## src/rtl/tft_spi_reader.sv

```systemverilog
// tft_spi_reader: SPI mode-0 read-back master for the TFT panel with req/gnt pin sharing; TFT_RD_TIMEOUT_EN adds a grant-wait timeout
module tft_spi_reader #(
  parameter int CLK_DIV = 4,
  parameter int DUMMY_BITS = 1,
  parameter int MAX_BYTES = 4,
  parameter int TIMEOUT_CYC = 1024
) (
  input  logic                   clk,
  input  logic                   rst,
  input  logic                   start,
  input  logic [7:0]             cmd,
  input  logic [2:0]             num_bytes,
  output logic                   bus_req,
  input  logic                   bus_gnt,
  output logic                   tft_sck,
  output logic                   tft_sdi,
  output logic                   tft_cs,
  output logic                   tft_dc,
  input  logic                   tft_sdo,
  output logic                   busy,
  output logic                   done,
  output logic                   err,
  output logic [8*MAX_BYTES-1:0] rdata
);
  localparam int RW = 8 * MAX_BYTES;
  localparam int CW = $clog2(CLK_DIV + 1);
  localparam int BW = $clog2(8 * MAX_BYTES + 1);
  localparam int NW = $clog2(MAX_BYTES + 1);
  localparam logic [CW-1:0] CD_M1 = CW'(CLK_DIV - 1);
  typedef enum logic [2:0] {IDLE, REQ, CS_SETUP, CMD, DUMMY, READ, CS_HOLD, DONE} state_t;
  state_t state_q, state_d;
  logic [CW-1:0] cnt_q, cnt_d;
  logic [BW-1:0] bit_q, bit_d;
  logic [NW-1:0] n_q, n_d;
  logic [7:0] sh_q, sh_d;
  logic [RW-1:0] rdata_q, rdata_d;
  logic sck_q, sck_d, sdi_q, sdi_d, cs_q, cs_d, dc_q, dc_d;
  logic busy_q, busy_d, req_q, req_d, done_q, done_d;
  logic last;
`ifdef TFT_RD_TIMEOUT_EN
  localparam int TW = $clog2(TIMEOUT_CYC + 1);
  localparam logic [TW-1:0] TO_M1 = TW'(TIMEOUT_CYC - 1);
  logic [TW-1:0] to_q, to_d;
  logic err_q, err_d;
  assign err = err_q;
`else
  localparam int unused_timeout = TIMEOUT_CYC;
  assign err = 1'b0;
`endif
  assign last = cnt_q == CD_M1;
  assign tft_sck = sck_q;
  assign tft_sdi = sdi_q;
  assign tft_cs = cs_q;
  assign tft_dc = dc_q;
  assign busy = busy_q;
  assign bus_req = req_q;
  assign done = done_q;
  assign rdata = rdata_q;
  always_ff @(posedge clk)
    if (rst) begin
      state_q <= IDLE;
      cnt_q <= '0;
      bit_q <= '0;
      n_q <= '0;
      sh_q <= '0;
      rdata_q <= '0;
      sck_q <= 1'b0;
      sdi_q <= 1'b0;
      cs_q <= 1'b1;
      dc_q <= 1'b0;
      busy_q <= 1'b0;
      req_q <= 1'b0;
      done_q <= 1'b0;
`ifdef TFT_RD_TIMEOUT_EN
      to_q <= '0;
      err_q <= 1'b0;
`endif
    end else begin
      state_q <= state_d;
      cnt_q <= cnt_d;
      bit_q <= bit_d;
      n_q <= n_d;
      sh_q <= sh_d;
      rdata_q <= rdata_d;
      sck_q <= sck_d;
      sdi_q <= sdi_d;
      cs_q <= cs_d;
      dc_q <= dc_d;
      busy_q <= busy_d;
      req_q <= req_d;
      done_q <= done_d;
`ifdef TFT_RD_TIMEOUT_EN
      to_q <= to_d;
      err_q <= err_d;
`endif
    end
  always_comb begin
    state_d = state_q;
    cnt_d = last ? '0 : cnt_q + 1'b1;
    bit_d = bit_q;
    n_d = n_q;
    sh_d = sh_q;
    rdata_d = rdata_q;
    sck_d = sck_q;
    sdi_d = sdi_q;
    cs_d = cs_q;
    dc_d = dc_q;
    busy_d = busy_q;
    req_d = req_q;
    done_d = 1'b0;
`ifdef TFT_RD_TIMEOUT_EN
    to_d = '0;
    err_d = 1'b0;
`endif
    case (state_q)
      IDLE: if (start) begin
        state_d = REQ;
        busy_d = 1'b1;
        req_d = 1'b1;
        rdata_d = '0;
        sh_d = cmd;
        n_d = ({1'b0, num_bytes} > 4'(MAX_BYTES)) ? NW'(MAX_BYTES) : NW'(num_bytes);
      end
      REQ: begin
`ifdef TFT_RD_TIMEOUT_EN
        to_d = to_q + 1'b1;
        if (to_q == TO_M1) begin
          state_d = IDLE;
          err_d = 1'b1;
          busy_d = 1'b0;
          req_d = 1'b0;
        end
`endif
        if (bus_gnt) begin
          state_d = CS_SETUP;
          cs_d = 1'b0;
          cnt_d = '0;
`ifdef TFT_RD_TIMEOUT_EN
          err_d = 1'b0;
          busy_d = 1'b1;
          req_d = 1'b1;
`endif
        end
      end
      CS_SETUP: if (last) begin
        state_d = CMD;
        sdi_d = sh_q[7];
        sh_d = {sh_q[6:0], 1'b0};
        bit_d = BW'(7);
      end
      CMD, DUMMY, READ: if (last) begin
        sck_d = !sck_q;
        if (!sck_q && state_q == READ) rdata_d = {rdata_q[RW-2:0], tft_sdo};
        if (sck_q) begin
          bit_d = bit_q - 1'b1;
          sdi_d = sh_q[7];
          sh_d = {sh_q[6:0], 1'b0};
          if (bit_q == '0) begin
            dc_d = 1'b1;
            state_d = (state_q == CMD && DUMMY_BITS > 0) ? DUMMY : (state_q != READ && |n_q) ? READ : CS_HOLD;
            bit_d = (state_q == CMD && DUMMY_BITS > 0) ? BW'(DUMMY_BITS - 1) : BW'({n_q - 1'b1, 3'b111});
          end
        end
      end
      CS_HOLD: if (last) begin
        state_d = DONE;
        cs_d = 1'b1;
        dc_d = 1'b0;
        done_d = 1'b1;
        busy_d = 1'b0;
        req_d = 1'b0;
      end
      DONE: state_d = IDLE;
    endcase
  end
endmodule

```

## config.mk

```make
export PLATFORM = sky130hd
export DESIGN_NAME = tft_spi_reader
export DESIGN_NICKNAME = d
export VERILOG_FILES = /design/src/rtl/tft_spi_reader.sv
export SDC_FILE = /design/constraint.sdc
export NUM_CORES = 1
export LEC_CHECK = 0
export CAP_MARGIN = 20
export CORE_MARGIN = 2
export CORE_UTILIZATION = 50
export DETAILED_ROUTE_END_ITERATION = 12
export PLACE_DENSITY = 0.83
export SLEW_MARGIN = 25
export SYNTH_ARGS = -nofsm -noshare
export SYNTH_HDL_FRONTEND = slang
export SYNTH_SLANG_ARGS = --single-unit
export TNS_END_PERCENT = 10
```

## constraint.sdc

```tcl
create_clock -name clk -period 2.3 [get_ports clk]
set_input_delay 0.69 -clock clk [delete_from_list [all_inputs] [get_ports clk]]
set_output_delay 0.69 -clock clk [all_outputs]
set_load 0.03 [all_outputs]
```

Fig. 1: run 1, track usage over the die
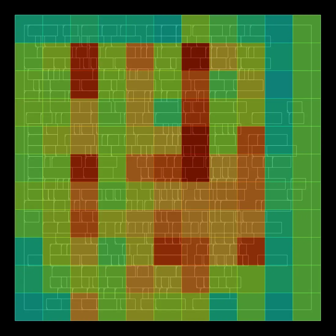
global-route usage over all layers: 20.9%
M3 GR Usage: 4.64%
met2 GRT Util: 34.6%
met1 Track Usage GR: 26.0%
most used routing layer in global routing: met2

Fig. 2: run 1, cells by drive strength
Scale: 4 px per µm.
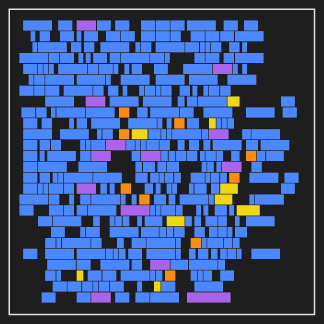
colour	size	cells	share
purple	_6 and larger	13	3.7%
orange	_3 and _4 cells	9	2.6%
blue	_0 and _1 cells	320	91%
yellow	_2 cells	9	2.6%
cell area after layout: 3410 µm²
number of buffers outside the clock class in the layout: 63
synth-to-layout area growth: 31.9%

Fig. 3: run 1, placement by cell class
Scale: 4 px per µm.
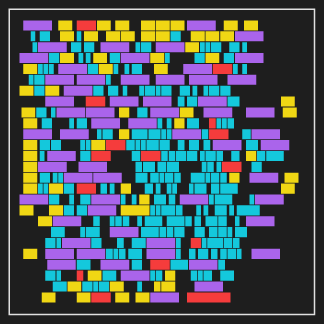
colour	class	cells
cyan	combinational and other logic	212
purple	sequential cells	61
red	clock drivers and dummy loads	15
yellow	remaining buffers and delay cells	63

==> notes.org, run 1 <==
#+TITLE: Implementation results

** Routing
- In the detailed route, the total length drawn on met3 is around 280 µm.
- The violation tally recorded at the end of detailed-routing iteration 0 is 235.
- Post-detailed-route wirelength per cell :: around 14 µm
- Via total after detailed routing :: about 2300
- Met2 routed WL :: roughly 2.9 mm

** Die
- The floorplan step defined a core boundary enclosing ~5000 µm².
- In the floorplan report the effective utilization is a little over 50%.
- Number of I/O pins :: 56
- The floorplan step set the die height to 75.9 µm.

** Layout
- Count of filler cells inserted in the layout :: ~390
- ClkCell Share :: 5.83%
- Cells with a size suffix above 1 make up around 8.8% of the layout.
- There are 61 flip-flops and latches.
- The final antenna diode tally reported by the flow is 0.
- Per the layout area report, the combinational gate area comes to between 1000 and 1500 µm².
- Number of flip-flops in the largest register :: 32
- Proportion of cell area occupied by multi-input gates :: a little under two fifths
- Post-route insts no fill :: 421
- Non-clock inverter count :: 8

** Worst setup path
- Looking at the critical path, the single cell with the biggest stage delay is sky130_fd_sc_hd__clkdlybuf4s50_1.
- Critical Path, Cell by Cell :: clkdlybuf4s50_1
- Sort of element at the start of the critical path :: flip-flop
- The timing report notes that buffer and inverter cells on the critical path total 1.
- Of all nets on the critical path, the largest fanout is 5.
- Type of the setup path with the least slack :: flip-flop to output port
- Max incr delay on CP :: approximately 0.7 ns
- Cell family contributing the most delay on the critical path :: buffers and inverters

** Timing
- Final hold vios :: 0
- Worst rel slew slack :: approximately 65%
- Pins over their slew limit :: 0
- Unrepaired setup endpoints after global routing :: false
- Setup skew after layout :: approximately 0.0050 ns

** Synth
- Post-synthesis share of cell area spent on full adders, half adders and majority gates :: just under 2%
- Number of flip-flops and latches in the synthesized netlist :: between 60 and 70
- The synthesized netlist devotes 22.0% of its cell area to compound gates.
- After synthesis, flip-flops and latches occupy 47.2% of the total area.
- Yosys stat counts roughly 290 cells in the synthesized netlist.
- After synthesis, the share of flip-flops with an asynchronous set or reset is 0%.
- The synthesized netlist contains about 47 unique library cells.
- Top non-seq family :: AND-OR/OR-AND gates

** Outcome
- The run finished with clean final reports.

** Global route
- The number of antenna violations at the first check in global routing is 0.
- Largest net degree at the start of global routing :: 33
- For this run the aggregate overflow at the end of global routing stands at 0.

** CTS
- Post-CTS timing repair inserted 0 buffers for setup.
- Number of buffers inserted by hold repair at cts :: 0
- Post-cts repair resize count :: 0

** Flow run
- Max-cap check violation count :: 0

** Place
- At the placement stage, the worst setup path has a slack of ~0.16 ns.
- The placed instances occupy a cell area of about 3200 µm².

** Power and ir drop
- Flip-flop and latch power :: between 1000 and 1500 µW
- The leakage component of the power was reported as around 0.0013 µW.
- In this run, power in the clock network comes to 942 µW.
- IR Drop Worst-Case VDD :: around 500 µV
-- run 1: path summary, 6_finish.rpt --
kind / from / cells after the start / slack (ns) / endpoint
hold / removal: cnt_q[0] / 1 / 0.42 / cnt_q[0]
hold reg to reg: cnt_q[0] / 1 / 0.42 / cnt_q[0]
setup / recovery: tft_sck / 1 / 0.13 / tft_sck
setup reg to reg: bit_q[1] / 7 / 0.14 / bit_q[4]
-- run 1: cell usage after synthesis (all sizes together) (5+ instances only) --
library cell  count  share of area [%]
clkbuf           14                2.0
nor2             53                7.7
dfxtp            61                 47
nor3              8                1.5
mux2i             9                3.5
nand2            16                2.3
inv               8                1.2
a31oi             5                1.2
nand3             7                1.4
a22oi            33                9.6
buf               6                1.3
a211oi            9                2.8
a21oi            13                2.5
==> run 1 -> run 2 <==
--- a/config.mk
+++ b/config.mk
@@ -8,7 +8,9 @@
 export CAP_MARGIN = 20
 export CORE_MARGIN = 2
 export CORE_UTILIZATION = 50
+export CTS_CLUSTER_DIAMETER = 200
 export DETAILED_ROUTE_END_ITERATION = 12
+export HOLD_SLACK_MARGIN = 0.08
 export PLACE_DENSITY = 0.83
 export SLEW_MARGIN = 25
 export SYNTH_ARGS = -nofsm -noshare
Fig. 4: run 2, placement by cell class
Scale: 4 px per µm.
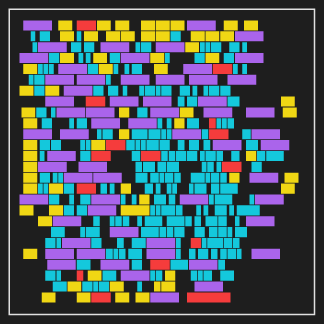
sequential share of cell area: 35.8%
share of the core filled with cells: 67.7%
total number of placement rows: 26

Fig. 5: run 2, track usage over the die
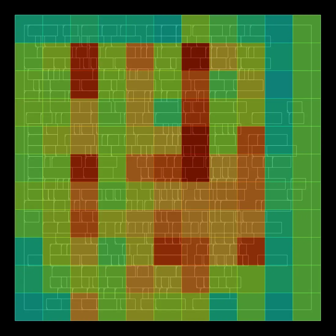
post-detailed-route wirelength per cell: 14.2 µm

Fig. 6: run 2, cells by drive strength
Scale: 4 px per µm.
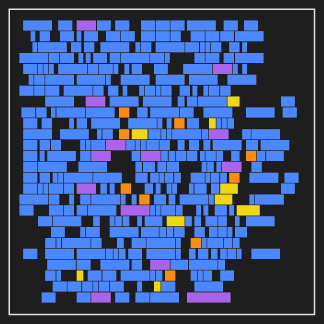
worst setup slack after layout: 0.134 ns

==> notes.org, run 2 <==
#+TITLE: Implementation results

** Outcome
- The flow ran to the end, and the final reports show no timing, DRC or antenna violations.

** Synth
- Biggest area consumer among synthesized cells :: sky130_fd_sc_hd__dfxtp_1
- Top non-seq family :: AND-OR/OR-AND gates
- Yosys attributes the largest share of cell area to sky130_fd_sc_hd__dfxtp_1 (47%), sky130_fd_sc_hd__a22oi_1 (9.6%), sky130_fd_sc_hd__nor2_1 (7.7%), sky130_fd_sc_hd__mux2i_1 (3.5%), sky130_fd_sc_hd__a21oi_1 (2.5%).
- Most used flip-flop cell :: sky130_fd_sc_hd__dfxtp_1
- Commonest cells post-synth :: sky130_fd_sc_hd__dfxtp_1 (61), sky130_fd_sc_hd__nor2_1 (53), sky130_fd_sc_hd__a22oi_1 (33), sky130_fd_sc_hd__nand2_1 (16), sky130_fd_sc_hd__clkbuf_1 (14)
- Post-synthesis share of cell area spent on full adders, half adders and majority gates :: under 10%
- Share of the synthesized area in the top cell type :: roughly 47%
- In this run, distinct cell masters in the synthesized netlist total about 47.
- The post-synth count of flops with an enable pin is 0.
- The share of the Yosys chip area taken by registers is 47.2%.
- The synthesis report gives the async set-or-reset register share as 0%.
- XOR-XNOR Cells, Area Fraction :: 1.02%
- Most frequent cell after synthesis :: sky130_fd_sc_hd__dfxtp_1
- Number of warnings issued by yosys :: 0
- Yosys simple share :: 19.7%
- Yosys Instances :: approximately 290
- Per the synthesis report, the AND-OR/OR-AND share of the synthesized area is between 20 and 25%.
- Area of the mapped netlist :: between 2000 and 3000 µm²
- In this run, synthesis produced a sequential element count of about 60.

** Worst setup path
- Among all stages on the critical path, the largest delay is contributed by sky130_fd_sc_hd__clkdlybuf4s50_1.
- STA shows the worst reg2reg path with a cell count of 7.
- The cell sequence reported for the critical path is clkdlybuf4s50_1.
- OpenSTA lists the critical path startpoint as tft_sck.
- The timing report gives the worst reg2reg path a setup slack of roughly 0.14 ns.
- STA lists the maximum fanout along the critical path as 5.
- In this run the number of cells on the critical path is 1.
- The setup path with the least slack is of type flip-flop to output port.
- Among all stages on the critical path, the maximum delay recorded is 0.71 ns.
- Per the timing report, the most critical flop-to-flop path originates at bit_q[1].
- Cell family contributing the most delay on the critical path :: buffers and inverters
- The worst setup path is launched from a flip-flop.
- Counting both buffers and inverters, the worst setup path holds a total of 1.
- Reg2reg end :: bit_q[4]

** Routing
- Once iteration 0 of detailed routing completed, the report listed roughly 240 DRC markers.
- Via total after detailed routing :: around 2300
- Per the post-route antenna check, the number of violating nets is 0.

** Layout
- By instance count after routing, the leading logic cell types are sky130_fd_sc_hd__dfxtp_1 (61), sky130_fd_sc_hd__nor2_1 (53), sky130_fd_sc_hd__clkdlybuf4s50_1 (53).
- Summing all flip-flop and latch instances after layout gives 1220 µm².
- Number of buffers outside the clock class in the layout :: between 60 and 70
- Total Nets Final :: ~370
- The area growth from synthesis to layout is 31.9%.
- Post-route insts no fill :: 421
- Non-clock inverter count :: 8
- The final layout contains a sequential cell count of between 60 and 70.
- Most common cell after layout, fill and taps aside :: sky130_fd_sc_hd__dfxtp_1
- Cell area after layout :: around 3400 µm²
- Share of post-route cells with drive strength above 1 :: slightly below 9%
- Proportion of cell area occupied by multi-input gates :: approximately 37%
- The register with the most flip-flops in the layout has 32 of them.
- ClkCell Share :: under 10%
- The final antenna diode tally reported by the flow is 0.
- Count of filler cells inserted in the layout :: 385
- Summing all multi-input logic gate instances after layout gives around 1300 µm².

** Timing
- The worst-case max-slew headroom was logged as between 60% and 70%.
- Unrepaired setup endpoints after global routing :: false
- For the finished layout, the period the worst path requires is roughly 2.2 ns.
- Endpoints failing hold in the final report were tallied at 0.
- Setup skew after layout :: slightly above 0.005 ns
- Pins over their slew limit :: 0
- The most critical hold endpoint after final layout shows a slack of between 0.4 and 0.5 ns.

** Global route
- Number of antenna violations at the first check in global routing :: 0
- Grt ovf :: 0
- Total global-route track usage over all layers is 20.9%.
- Largest net degree at the start of global routing :: 33

** Power and ir drop
- IR analysis of the VDD net gives a maximum drop of just under 500 µV.
- Pwr/cell area :: between 800 and 900 nW/µm²
- The script extracted a total leakage power of 0.00125 µW.

** Min path
- End of the worst hold path :: cnt_q[0]
- The number of cells on the worst hold path is listed as 1.
- Hold Crit Start :: cnt_q[0]
- Checking hold timing, the worst path is listed with class flip-flop to flip-flop.

** Place
- Detailed placement finished with a half-perimeter wire length of about 4 mm.
- Pre-CTS setup slack :: 0.164 ns
- Placed Area :: around 3200 µm²
- The congestion estimate from routability-driven global placement came to between 0.8 and 0.9.

** Die
- Number of I/O pins :: 56
- Before placement the cells fill around half of the core.
- The region available for standard cell placement spans between 5000 and 6000 µm².
- The die is 75.9 µm wide.
- Vertical die dimension :: approximately 76 µm

** CTS
- In this run, post-CTS hold repair placed 0 buffers.
- Post-cts repair resize count :: 0
- # Post-CTS Setup Buffers :: 0

** Flow run
- Across the run, the number of max-cap violations was 0.
==> run 2: cell counts after synthesis <==
Identical to the previous run, type by type.
==> run 2: worst max path at each step <==
stage                     to  slack [ns]
floorplan           bit_q[4]        0.31
global placement    bit_q[4]        0.24
detailed placement  bit_q[4]        0.16
CTS                  tft_sck        0.10
global route        bit_q[4]        0.04
finish               tft_sck        0.13
==> run 2: per-layer routing <==
metal,routed length [µm],GRT usage [%],up-vias
met5,0,0,-
met2,2890,34.6,70
met4,102,9.82,0
met1,2690,26.0,1099
li1,-,-,1159
met3,277,4.64,8
==> run 2: where the power goes <==
part / internal (µW) / total (µW) / leakage [µW] / switching, µW
sequential: 1140 / 1230 / 0.000495 / 87.8
clock: 549 / 942 / 0.000101 / 392
combinational: 292 / 677 / 0.000654 / 385
total: 1980 / 2850 / 0.00125 / 866
Power and IR drop assume default switching activity.
